Run 1, cell placement:
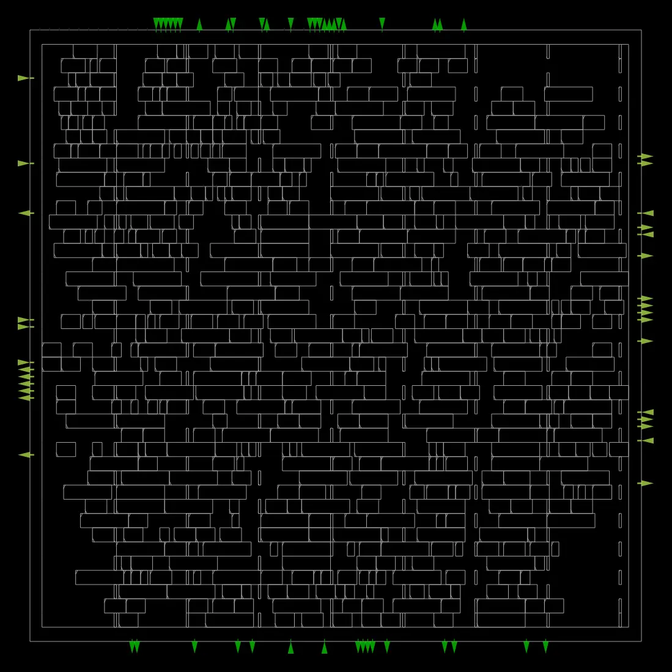
Run 1, I/O pins on the die edge:
Drawn at 4 px/um. Pins as bars across the die edge, other pins in gray.
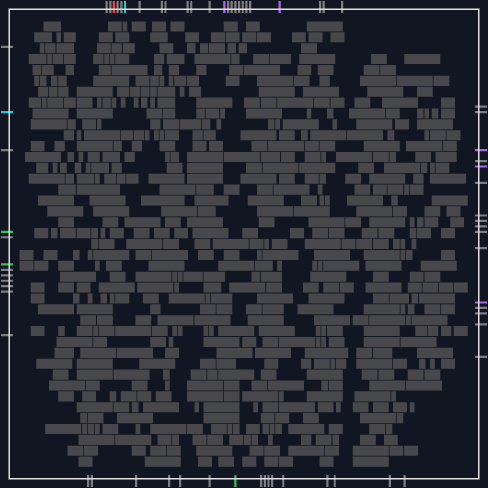
Run 1, met2 routing:
Drawn at 3 px/um. Cells faint in the background.
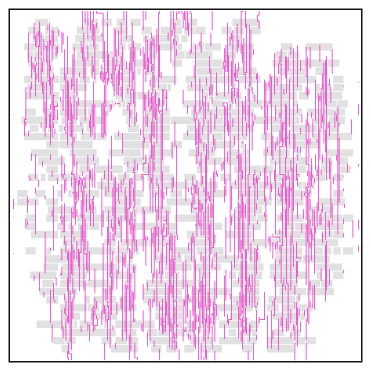
Run 1, wiring by layer:
Drawn at 3 px/um. Two of the layers only.
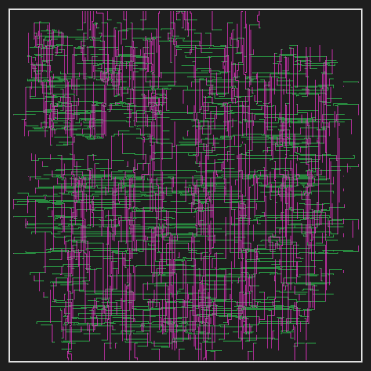
## config.mk

```make
export PLATFORM = sky130hd
export DESIGN_NAME = rca_config_controller
export DESIGN_NICKNAME = d
export VERILOG_FILES = /design/src/rtl/rca_config_controller_pkg.sv /design/src/rtl/rca_config_controller_inflight_counter.sv /design/src/rtl/rca_config_controller.sv
export SDC_FILE = /design/constraint.sdc
export NUM_CORES = 1
export LEC_CHECK = 0
export CORE_MARGIN = 2
export CORE_UTILIZATION = 50
export CTS_CLUSTER_DIAMETER = 80
export CTS_CLUSTER_SIZE = 24
export DETAILED_ROUTE_END_ITERATION = 10
export PLACE_DENSITY_LB_ADDON = 0.12
export SYNTH_ARGS = -nofsm -noshare
export SYNTH_HDL_FRONTEND = slang
export SYNTH_HIERARCHICAL = 1
export SYNTH_SLANG_ARGS = --single-unit
```

## constraint.sdc

```tcl
create_clock -name clk -period 4.1 [get_ports clk]
set_input_delay 0.82 -clock clk [delete_from_list [all_inputs] [get_ports clk]]
set_output_delay 0.82 -clock clk [all_outputs]
set_load 0.005 [all_outputs]
```

## src/rtl/rca_config_controller_pkg.sv

```systemverilog
`default_nettype none
// ============================================================================
// Module   : rca_config_controller_pkg
// Purpose  : Shared constants and types for the RCA configuration controller.
// Revision : 1.0 - initial release
// ============================================================================
package rca_config_controller_pkg;

  localparam int C_NUM_RCAS        = 3;
  localparam int C_NUM_READ_PORTS  = 5;
  localparam int C_NUM_WRITE_PORTS = 2;
  localparam int C_MAX_INFLIGHT    = 4;
  localparam int C_MAX_IDS         = 8;
  localparam int C_REG_W           = 5;
  localparam int C_ID_W            = $clog2(C_MAX_IDS);
  localparam int C_RCA_W           = $clog2(C_NUM_RCAS);
  localparam int C_PORT_W          = $clog2(C_NUM_READ_PORTS);

  typedef enum logic [1:0] {
    IDLE  = 2'd0,
    DRAIN = 2'd1,
    WRITE = 2'd2
  } rca_cfg_state_t;

  typedef struct packed {
    logic [C_ID_W-1:0]   id;
    logic [C_RCA_W-1:0]  rca_sel;
    logic [C_PORT_W-1:0] port_sel;
    logic                src_dest;
    logic [C_REG_W-1:0]  reg_addr;
  } rca_cfg_request_t;

  typedef struct packed {
    logic [C_NUM_READ_PORTS-1:0][C_REG_W-1:0]  src_reg_addrs;
    logic [C_NUM_WRITE_PORTS-1:0][C_REG_W-1:0] dest_reg_addrs;
  } rca_config_t;

endpackage
`default_nettype wire

```

## src/rtl/rca_config_controller_inflight_counter.sv

```systemverilog
`default_nettype none
// ============================================================================
// Module   : rca_inflight_counter
// Purpose  : Saturating count of outstanding use instructions for one RCA.
// Revision : 1.0 - initial release
// ============================================================================
module rca_inflight_counter #(
  parameter int MAX_INFLIGHT = 4,
  localparam int CNT_W       = $clog2(MAX_INFLIGHT + 1)
) (
  input  logic clk,
  input  logic rst,
  input  logic inc,
  input  logic dec,
  output logic zero_next,
  output logic full
);

  localparam logic [CNT_W-1:0] C_MAX = CNT_W'(MAX_INFLIGHT);

  logic [CNT_W-1:0] r_count;
  logic [CNT_W-1:0] w_count_next;

  // Simultaneous inc/dec cancels; ends of the range absorb the excess request.
  always_comb begin
    w_count_next = r_count;
    if (inc && !dec && (r_count != C_MAX)) begin
      w_count_next = r_count + 1'b1;
    end else if (dec && !inc && (r_count != '0)) begin
      w_count_next = r_count - 1'b1;
    end
  end

  always_ff @(posedge clk or posedge rst) begin
    if (rst) begin
      r_count <= '0;
    end else begin
      r_count <= w_count_next;
    end
  end

  assign zero_next = (w_count_next == '0);
  assign full      = (r_count == C_MAX);

endmodule
`default_nettype wire

```

## src/rtl/rca_config_controller.sv

```systemverilog
`default_nettype none
// ============================================================================
// Module   : rca_config_controller
// Purpose  : Drains an RCA's in-flight uses, rewrites its register map, acks.
// Revision : 1.0 - initial release
// ============================================================================
module rca_config_controller
  import rca_config_controller_pkg::*;
#(
  // Table and request types are sized from the package constants these mirror.
  parameter int NUM_RCAS        = C_NUM_RCAS,
  parameter int NUM_READ_PORTS  = C_NUM_READ_PORTS,
  parameter int NUM_WRITE_PORTS = C_NUM_WRITE_PORTS,
  parameter int MAX_INFLIGHT    = C_MAX_INFLIGHT,
  parameter int MAX_IDS         = C_MAX_IDS
) (
  input  logic                               clk,
  input  logic                               rst,
  input  logic                               cfg_valid,
  output logic                               cfg_ready,
  input  logic [$clog2(MAX_IDS)-1:0]         cfg_id,
  input  logic [$clog2(NUM_RCAS)-1:0]        cfg_rca_sel,
  input  logic [$clog2(NUM_READ_PORTS)-1:0]  cfg_w_port_sel,
  input  logic                               cfg_w_src_dest_port,
  input  logic [4:0]                         cfg_w_reg_addr,
  input  logic                               use_issue,
  input  logic [$clog2(NUM_RCAS)-1:0]        use_issue_rca_sel,
  input  logic                               use_complete,
  input  logic [$clog2(NUM_RCAS)-1:0]        use_complete_rca_sel,
  output logic [NUM_RCAS-1:0]                use_block,
  output logic                               cfg_done,
  output logic [$clog2(MAX_IDS)-1:0]         cfg_done_id,
  input  logic [$clog2(NUM_RCAS)-1:0]        rd_rca_sel,
  output logic [5*NUM_READ_PORTS-1:0]        rca_src_reg_addrs,
  output logic [5*NUM_WRITE_PORTS-1:0]       rca_dest_reg_addrs
);

  localparam int RCA_W  = $clog2(NUM_RCAS);
  localparam int PORT_W = $clog2(NUM_READ_PORTS);

  rca_cfg_state_t   r_state;
  rca_cfg_request_t r_req;
  rca_config_t      r_table [NUM_RCAS];

  logic [NUM_RCAS-1:0] w_zero_next;
  logic [NUM_RCAS-1:0] w_full;
  logic                w_tgt_zero;
  logic                w_held_zero;

  for (genvar i = 0; i < NUM_RCAS; i++) begin : g_rca
    rca_inflight_counter #(
      .MAX_INFLIGHT(MAX_INFLIGHT)
    ) u_cnt (
      .clk       (clk),
      .rst       (rst),
      .inc       (use_issue && (use_issue_rca_sel == RCA_W'(i))),
      .dec       (use_complete && (use_complete_rca_sel == RCA_W'(i))),
      .zero_next (w_zero_next[i]),
      .full      (w_full[i])
    );

    assign use_block[i] = ((r_state != IDLE) && (r_req.rca_sel == RCA_W'(i))) || w_full[i];
  end

  // Post-edge emptiness of the incoming and the held target RCA.
  always_comb begin
    w_tgt_zero  = 1'b1;
    w_held_zero = 1'b1;
    for (int i = 0; i < NUM_RCAS; i++) begin
      if (cfg_rca_sel == RCA_W'(i)) begin
        w_tgt_zero = w_zero_next[i];
      end
      if (r_req.rca_sel == RCA_W'(i)) begin
        w_held_zero = w_zero_next[i];
      end
    end
  end

  always_ff @(posedge clk or posedge rst) begin
    if (rst) begin
      r_state <= IDLE;
      r_req   <= '0;
      for (int i = 0; i < NUM_RCAS; i++) begin
        r_table[i] <= '0;
      end
    end else begin
      case (r_state)
        IDLE: begin
          if (cfg_valid) begin
            r_req.id       <= cfg_id;
            r_req.rca_sel  <= cfg_rca_sel;
            r_req.port_sel <= cfg_w_port_sel;
            r_req.src_dest <= cfg_w_src_dest_port;
            r_req.reg_addr <= cfg_w_reg_addr;
            r_state        <= w_tgt_zero ? WRITE : DRAIN;
          end
        end
        DRAIN: begin
          if (w_held_zero) begin
            r_state <= WRITE;
          end
        end
        WRITE: begin
          // Out-of-range slot indices match no entry and leave the table alone.
          for (int i = 0; i < NUM_RCAS; i++) begin
            if (r_req.rca_sel == RCA_W'(i)) begin
              for (int k = 0; k < NUM_READ_PORTS; k++) begin
                if (!r_req.src_dest && (r_req.port_sel == PORT_W'(k))) begin
                  r_table[i].src_reg_addrs[k] <= r_req.reg_addr;
                end
              end
              for (int k = 0; k < NUM_WRITE_PORTS; k++) begin
                if (r_req.src_dest && (r_req.port_sel == PORT_W'(k))) begin
                  r_table[i].dest_reg_addrs[k] <= r_req.reg_addr;
                end
              end
            end
          end
          r_state <= IDLE;
        end
        default: r_state <= IDLE;
      endcase
    end
  end

  assign cfg_ready   = (r_state == IDLE);
  assign cfg_done    = (r_state == WRITE);
  assign cfg_done_id = cfg_done ? r_req.id : '0;

  always_comb begin
    rca_src_reg_addrs  = '0;
    rca_dest_reg_addrs = '0;
    for (int i = 0; i < NUM_RCAS; i++) begin
      if (rd_rca_sel == RCA_W'(i)) begin
        rca_src_reg_addrs  = r_table[i].src_reg_addrs;
        rca_dest_reg_addrs = r_table[i].dest_reg_addrs;
      end
    end
  end

endmodule
`default_nettype wire
```

==> flow_metrics.py, run 1 <==
# Metrics from the implementation run
metrics = {
    "run_status": {
        "status": "complete, no violations",
    },
    "drt": {
        "top_layer": "met4",
        "drt_iter0_drc": 260,
        "routed-wl-met2_um": 6936,
        "dr.pass1.iters": 4,
    },
    "synth": {
        "ys_types": 42,
        "ys_seq_frac": 0.5096,
        "logic_family": "multiplexers",
        "syn_area_per_cell_sq_um": 12.25,
        "ys_sh_aoi": 0.05900,
        "yosysCellCount": 521,
        "ys_warn_count": 6,
    },
    "layout": {
        "comb_area_sq_mm": 0.002955,
        "regArea_sq_mm": 0.003253,
        "largest_reg_flops": 105,
        "regMostFlops": "r_table",
        "antenna_cells": 0,
    },
    "final_timing": {
        "final-setup-viol-count": 0,
        "fin_tns_setup_ns": 0,
        "period_needed_ns": 3.387,
        "max_freq_ghz": 0.2952,
    },
    "pwr": {
        "p_sw_frac": 0.3055,
    },
    "critical_path": {
        "end_kind": "primary output",
        "crit_buf_inv": 3,
        "critPathTopFamily": "buffers and inverters",
        "crit_fanout": 35,
        "max_stage_delay_ns": 0.55,
    },
    "global_routing": {
        "grt_max_degree": 73,
        "use_met3": 0.05355,
    },
    "clocking": {
        "cts_sinks": 130,
        "cts.htree.levels": 4,
        "cts_tree": "done",
    },
    "placed_design": {
        "place_hpwl_um": 9191,
        "place_area_sq_mm": 0.007212,
    },
}
About 'cell placement':
flop count: 130
row count: 41
Well Taps: 172
flop share of the area: 0.4147

About 'I/O pins on the die edge':
| port | color | pins | direction | edge |
|---|---|---|---|---|
| cfg_w_reg_addr | purple | 5 | input | 3 right, 2 top |
| use_complete_rca_sel | cyan | 2 | input | 1 left, 1 top |
| cfg_w_port_sel | green | 3 | input | 2 left, 1 bottom |
| use_complete | red | 1 | input | top |
Die Y: 117.0 um
PortBufs: 67

About 'met2 routing':
longest straight run: 54.1 um
wire length on this layer: 6940 um
share of all routed wire: 50%
detailed-route wire length: 13850 um
GRT met2 Usage: 0.3622
via count: 4248

About 'wiring by layer':
| layer | color | wire length |
|---|---|---|
| M2 | magenta | 6940 um |
| M1 | green | 6410 um |
aggregate global-route resource usage: 0.2213
WL per Instance: 17.90 um

run 1: worst reg2reg max path, delay by kind of cell, from the launching register on:
kind                       cells  cell delay (ns)
and+or+nand+nor                3             0.70
AOI/OAI and AO/OA              2             0.48
DFF                            1             0.44
muxes                          2             0.36
adders and majority gates      1             0.20
buffers and inverters          1             0.11
run 1: stage by stage:
step                  util  hold WS, ns  std cells
floorplan                -       0.4640        521
global placement    0.5762       0.4767        742
detailed placement  0.5762       0.4869        742
CTS                 0.6267       0.4990        774
global route        0.6267       0.5115        774
finish              0.6267       0.4959        774
run 1: area by class of cell:
cell class | instances | share of cell area
well taps | 172 | 0.02743
clock inverters | 9 | 0.01595
clock buffers | 23 | 0.06475
multi-input cells | 348 | 0.3767
flip-flops and latches | 130 | 0.4147
inverters | 18 | 0.008931
repair buffers | 74 | 0.09155
Run 1, close-up of the layout:
Window x 38 to 78, y 38 to 78 um. Cells in gray, sequential cells in the stronger gray; small squares are vias.
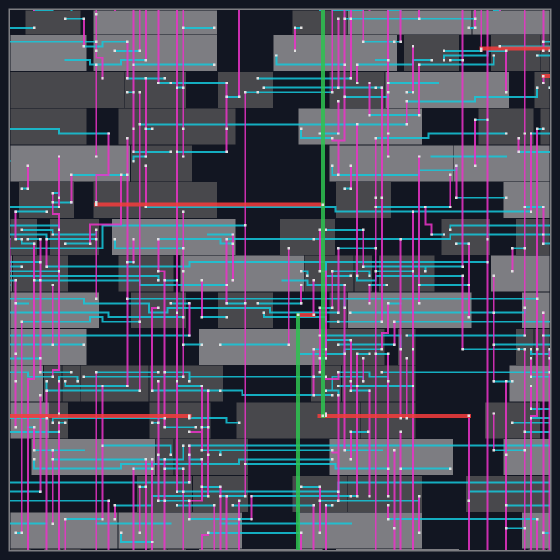

--- run 2 (diff from run 1) ---
==> constraint.sdc (replaced) <==
create_clock -name clk -period 2.93 [get_ports clk]
set_input_delay 0.586 -clock clk [delete_from_list [all_inputs] [get_ports clk]]
set_output_delay 0.586 -clock clk [all_outputs]
set_load 0.005 [all_outputs]
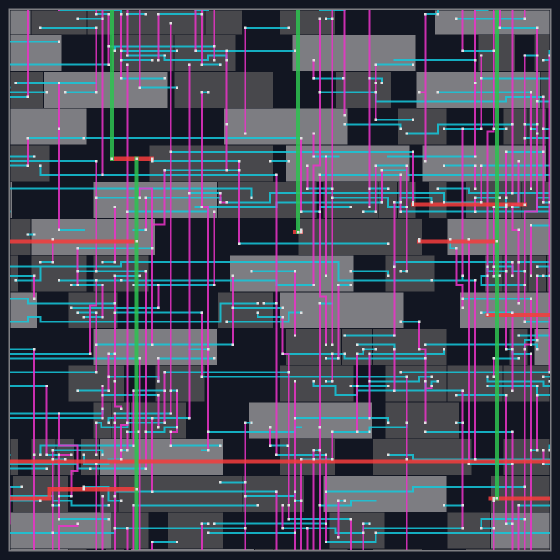
Run 2: close-up of the layout
Window x 38 to 78, y 38 to 78 um. Cells in gray, sequential cells in the stronger gray; small squares are vias.
| layer | color |
|---|---|
| M2 | magenta |
| M3 | red |
| M4 | green |
| M1 | cyan |
most frequent: mux2_2 (20), dfrtp_1 (19), nand2_1 (13)
sequential cells in the window: 19
netlist names of flops here include: r_table (14), r_req (5)
cells with their middle in the window: 79

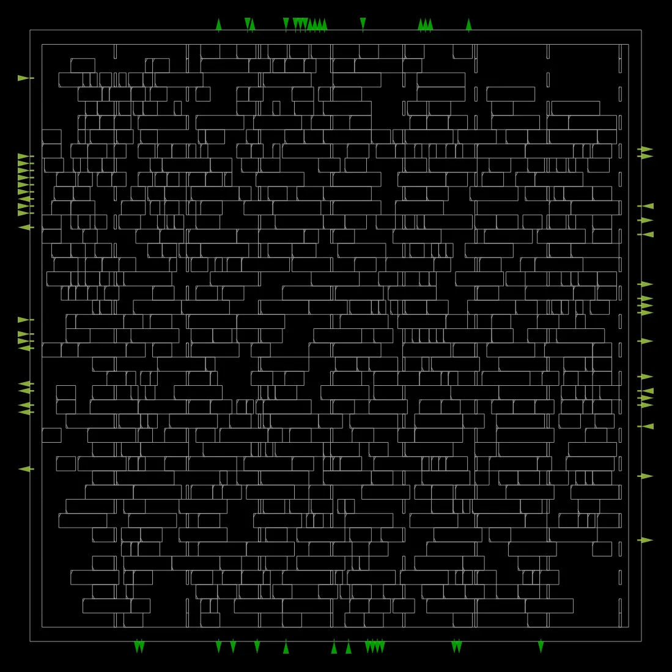
Run 2: cell placement
fill cell count: 1045
Finished Layout Cells: 783
Core Footprint: 0.01252 sq mm
Final Core Density: 0.6335

==> run 2 against run 1 <==
Register-to-register slack got worse by 1.1 ns. Worst hold slack got worse by 0.0083 ns. Critical path type unchanged. Combinational power increased by 42%. Count of clock-buffer cells in the layout shrank 5.
==> flow_metrics.py, run 2 <==
# Metrics from the implementation run
metrics = {
    "run_status": {
        "status": "complete, no violations",
    },
    "global_routing": {
        "grtUsageTotal": 0.2249,
    },
    "layout": {
        "buf_share": 0.1059,
        "inverters_excl_clock": 18,
        "largest_reg_flops": 105,
        "seq_share": 0.4102,
        "regArea_sq_mm": 0.003253,
        "comb_area_frac": 0.3727,
        "signal_buffers": 83,
        "clkbuf_count": 18,
        "largest_class": "flip-flops and latches",
        "comb_area_sq_mm": 0.002955,
    },
    "final_timing": {
        "final-setup-viol-count": 0,
        "max_freq_ghz": 0.3530,
        "period_needed_ns": 2.833,
        "fin_tns_setup_ns": 0,
        "holdWs_ns": 0.4876,
    },
    "floorplanning": {
        "rows": 41,
        "tap-cell-count": 172,
    },
    "clocking": {
        "cts.htree.levels": 4,
        "cts_sinks": 130,
        "cts_tree": "done",
    },
    "placed_design": {
        "placed_cells": 751,
        "place_hpwl_um": 9307,
        "port_buffers": 67,
        "place_area_sq_mm": 0.007331,
    },
    "drt": {
        "dr.pass1.iters": 6,
        "wl_per_cell_um": 17.75,
        "drt_iter0_drc": 212,
    },
    "critical_path": {
        "crit_buf_inv": 4,
        "max_stage_delay_ns": 0.55,
        "crit_fanout": 21,
        "end_kind": "primary output",
    },
    "synth": {
        "yosysCellCount": 521,
        "ys_types": 42,
        "ys_seq_frac": 0.5096,
    },
}
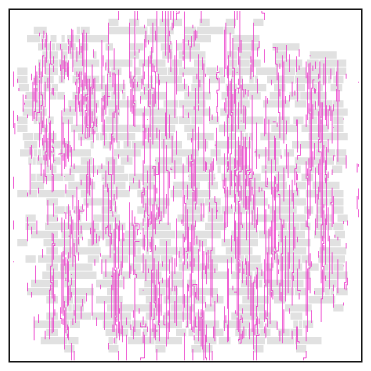
Run 2: met2 routing
Drawn at 3 px/um. Cells faint in the background.
share of all routed wire: 47%
longest straight run: 40.8 um
main direction: vertical
GRT met2 Usage: 0.3445
detailed-route wire length: 13900 um
via count: 4197

-- run 2: timing repair --
item	in CTS	in global routing
hold buffers	0	0
buffers inserted	0	0
resized	0	3
setup endpoints to repair	0	5
-- run 2: routing by layer --
metal | part of all wire | GRT usage
met2 | 0.47 | 0.3445
met3 | 0.032 | 0.05149
met4 | 0.016 | 0.08078
met5 | 0 | 0
met1 | 0.48 | 0.3168
-- run 2: report_power, final --
part | switching (W) | internal [W]
Combinational | 0.000758 | 0.00112
Sequential | 0.000648 | 0.00232
Clock | 0.000828 | 0.00128
Total | 0.00223 | 0.00471
-- run 2: cells by family after synthesis --
group / synth area share
muxes: 0.2732
DFF: 0.5096
and+or+nand+nor: 0.1086
AOI/OAI and AO/OA: 0.05900
buffers and inverters: 0.02783
adders and majority gates: 0.01764
xor gates and xnor gates: 0.004117
--- run 3 (diff from run 2) ---
--- a/config.mk
+++ b/config.mk
@@ -5,9 +5,10 @@
 export SDC_FILE = /design/constraint.sdc
 export NUM_CORES = 1
 export LEC_CHECK = 0
+export ABC_CLOCK_PERIOD_IN_PS = 2930
 export CORE_MARGIN = 2
 export CORE_UTILIZATION = 50
-export CTS_CLUSTER_DIAMETER = 80
+export CTS_CLUSTER_DIAMETER = 100
 export CTS_CLUSTER_SIZE = 24
 export DETAILED_ROUTE_END_ITERATION = 10
 export PLACE_DENSITY_LB_ADDON = 0.12
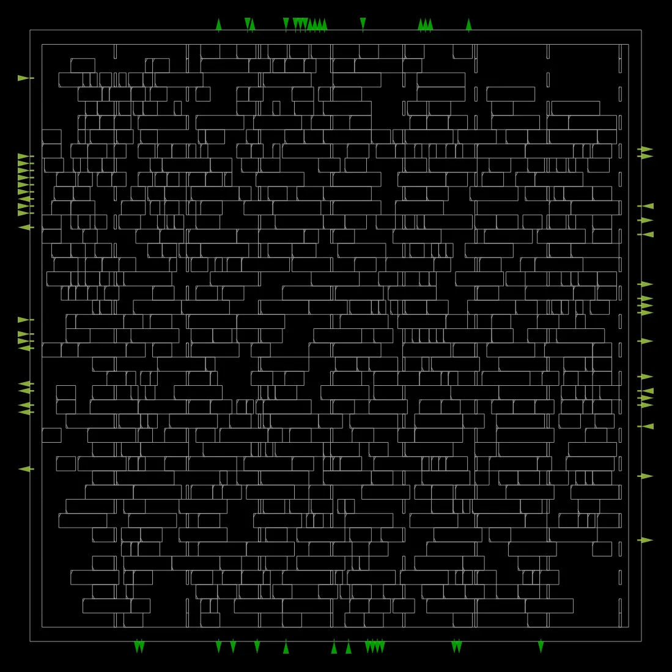
Run 3: cell placement
flop share of the area: 0.4102

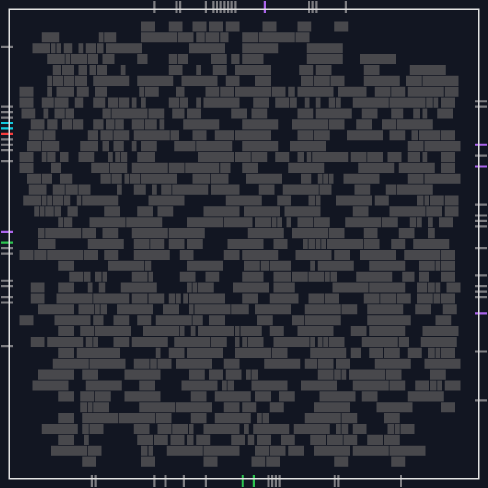
Run 3: I/O pins on the die edge
Drawn at 4 px/um. Pins as bars across the die edge, other pins in gray.
| port | color | pins | direction | edge |
|---|---|---|---|---|
| use_complete_rca_sel | cyan | 2 | input | left |
| cfg_w_port_sel | green | 3 | input | 2 bottom, 1 left |
| use_complete | red | 1 | input | left |
| cfg_w_reg_addr | purple | 5 | input | 3 right, 1 top, 1 left |
chip width: 117.0 um

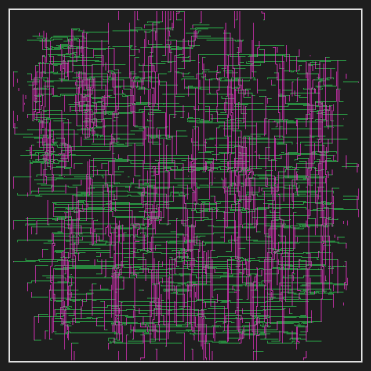
Run 3: wiring by layer
Drawn at 3 px/um. Two of the layers only.
| layer | color | wire length |
|---|---|---|
| M1 | green | 6670 um |
| M2 | magenta | 6560 um |
WL per Instance: 17.75 um
aggregate global-route resource usage: 0.2249

==> run 3 against run 2 <==
Worst setup slack did not move. Sequential share of layout area unchanged. Via count unchanged. Register-to-register slack about the same. Highest routed layer unchanged.
==> flow_metrics.py, run 3 <==
# Metrics from the implementation run
metrics = {
    "layout": {
        "buf_share": 0.1059,
        "ff_count": 130,
        "regArea_sq_mm": 0.003253,
        "largest_reg_flops": 105,
        "fin_cells": 783,
        "comb_area_sq_mm": 0.002955,
        "largest_class": "flip-flops and latches",
        "antenna_cells": 0,
        "inverters_excl_clock": 18,
        "regMostFlops": "r_table",
    },
    "placed_design": {
        "placed_cells": 751,
        "place_area_sq_mm": 0.007331,
    },
    "clocking": {
        "cts_tree": "done",
        "cts-hold-fix-buffers": 0,
        "cts_sinks": 130,
        "cts_resized": 0,
        "cts.htree.levels": 4,
    },
    "global_routing": {
        "grt.busiest_layer": "met2",
        "grt.met1_usage": 0.3168,
    },
    "synth": {
        "syn_area_per_cell_sq_um": 12.25,
        "logic_family": "multiplexers",
        "synth-simple-area-share": 0.1086,
    },
    "critical_path": {
        "max_stage_delay_ns": 0.55,
        "crit_fanout": 21,
        "end_kind": "primary output",
    },
    "final_timing": {
        "max_freq_ghz": 0.3530,
        "period_needed_ns": 2.833,
    },
    "drt": {
        "drt-met1-wl_um": 6667,
        "met3_wirelength_um": 448,
        "drt_iter0_drc": 212,
    },
    "floorplanning": {
        "rows": 41,
        "tap-cell-count": 172,
    },
    "run_status": {
        "status": "complete, no violations",
    },
}
## run 3: report_power, final
group / internal, W / switching [W] / total, W
clock network: 0.00128 / 0.000828 / 0.00211
logic: 0.00112 / 0.000758 / 0.00187
registers: 0.00232 / 0.000648 / 0.00296
total: 0.00471 / 0.00223 / 0.00695
## run 3: path summary, 6_finish.rpt
path	end	cells past startpoint
max	rca_src_reg_addrs[20]	5
min	r_table[43]$_DFFE_PP0P_	1
max reg2reg	r_state[1]$_DFFE_PP0P_	9
min reg2reg	r_table[43]$_DFFE_PP0P_	1
max in group asynchronous	r_table[10]$_DFFE_PP0P_	3
min in group asynchronous	g_rca[0].u_cnt/r_count[2]$_DFF_PP0_	2
No activity file was given, so power comes from the tool's default toggle rates.
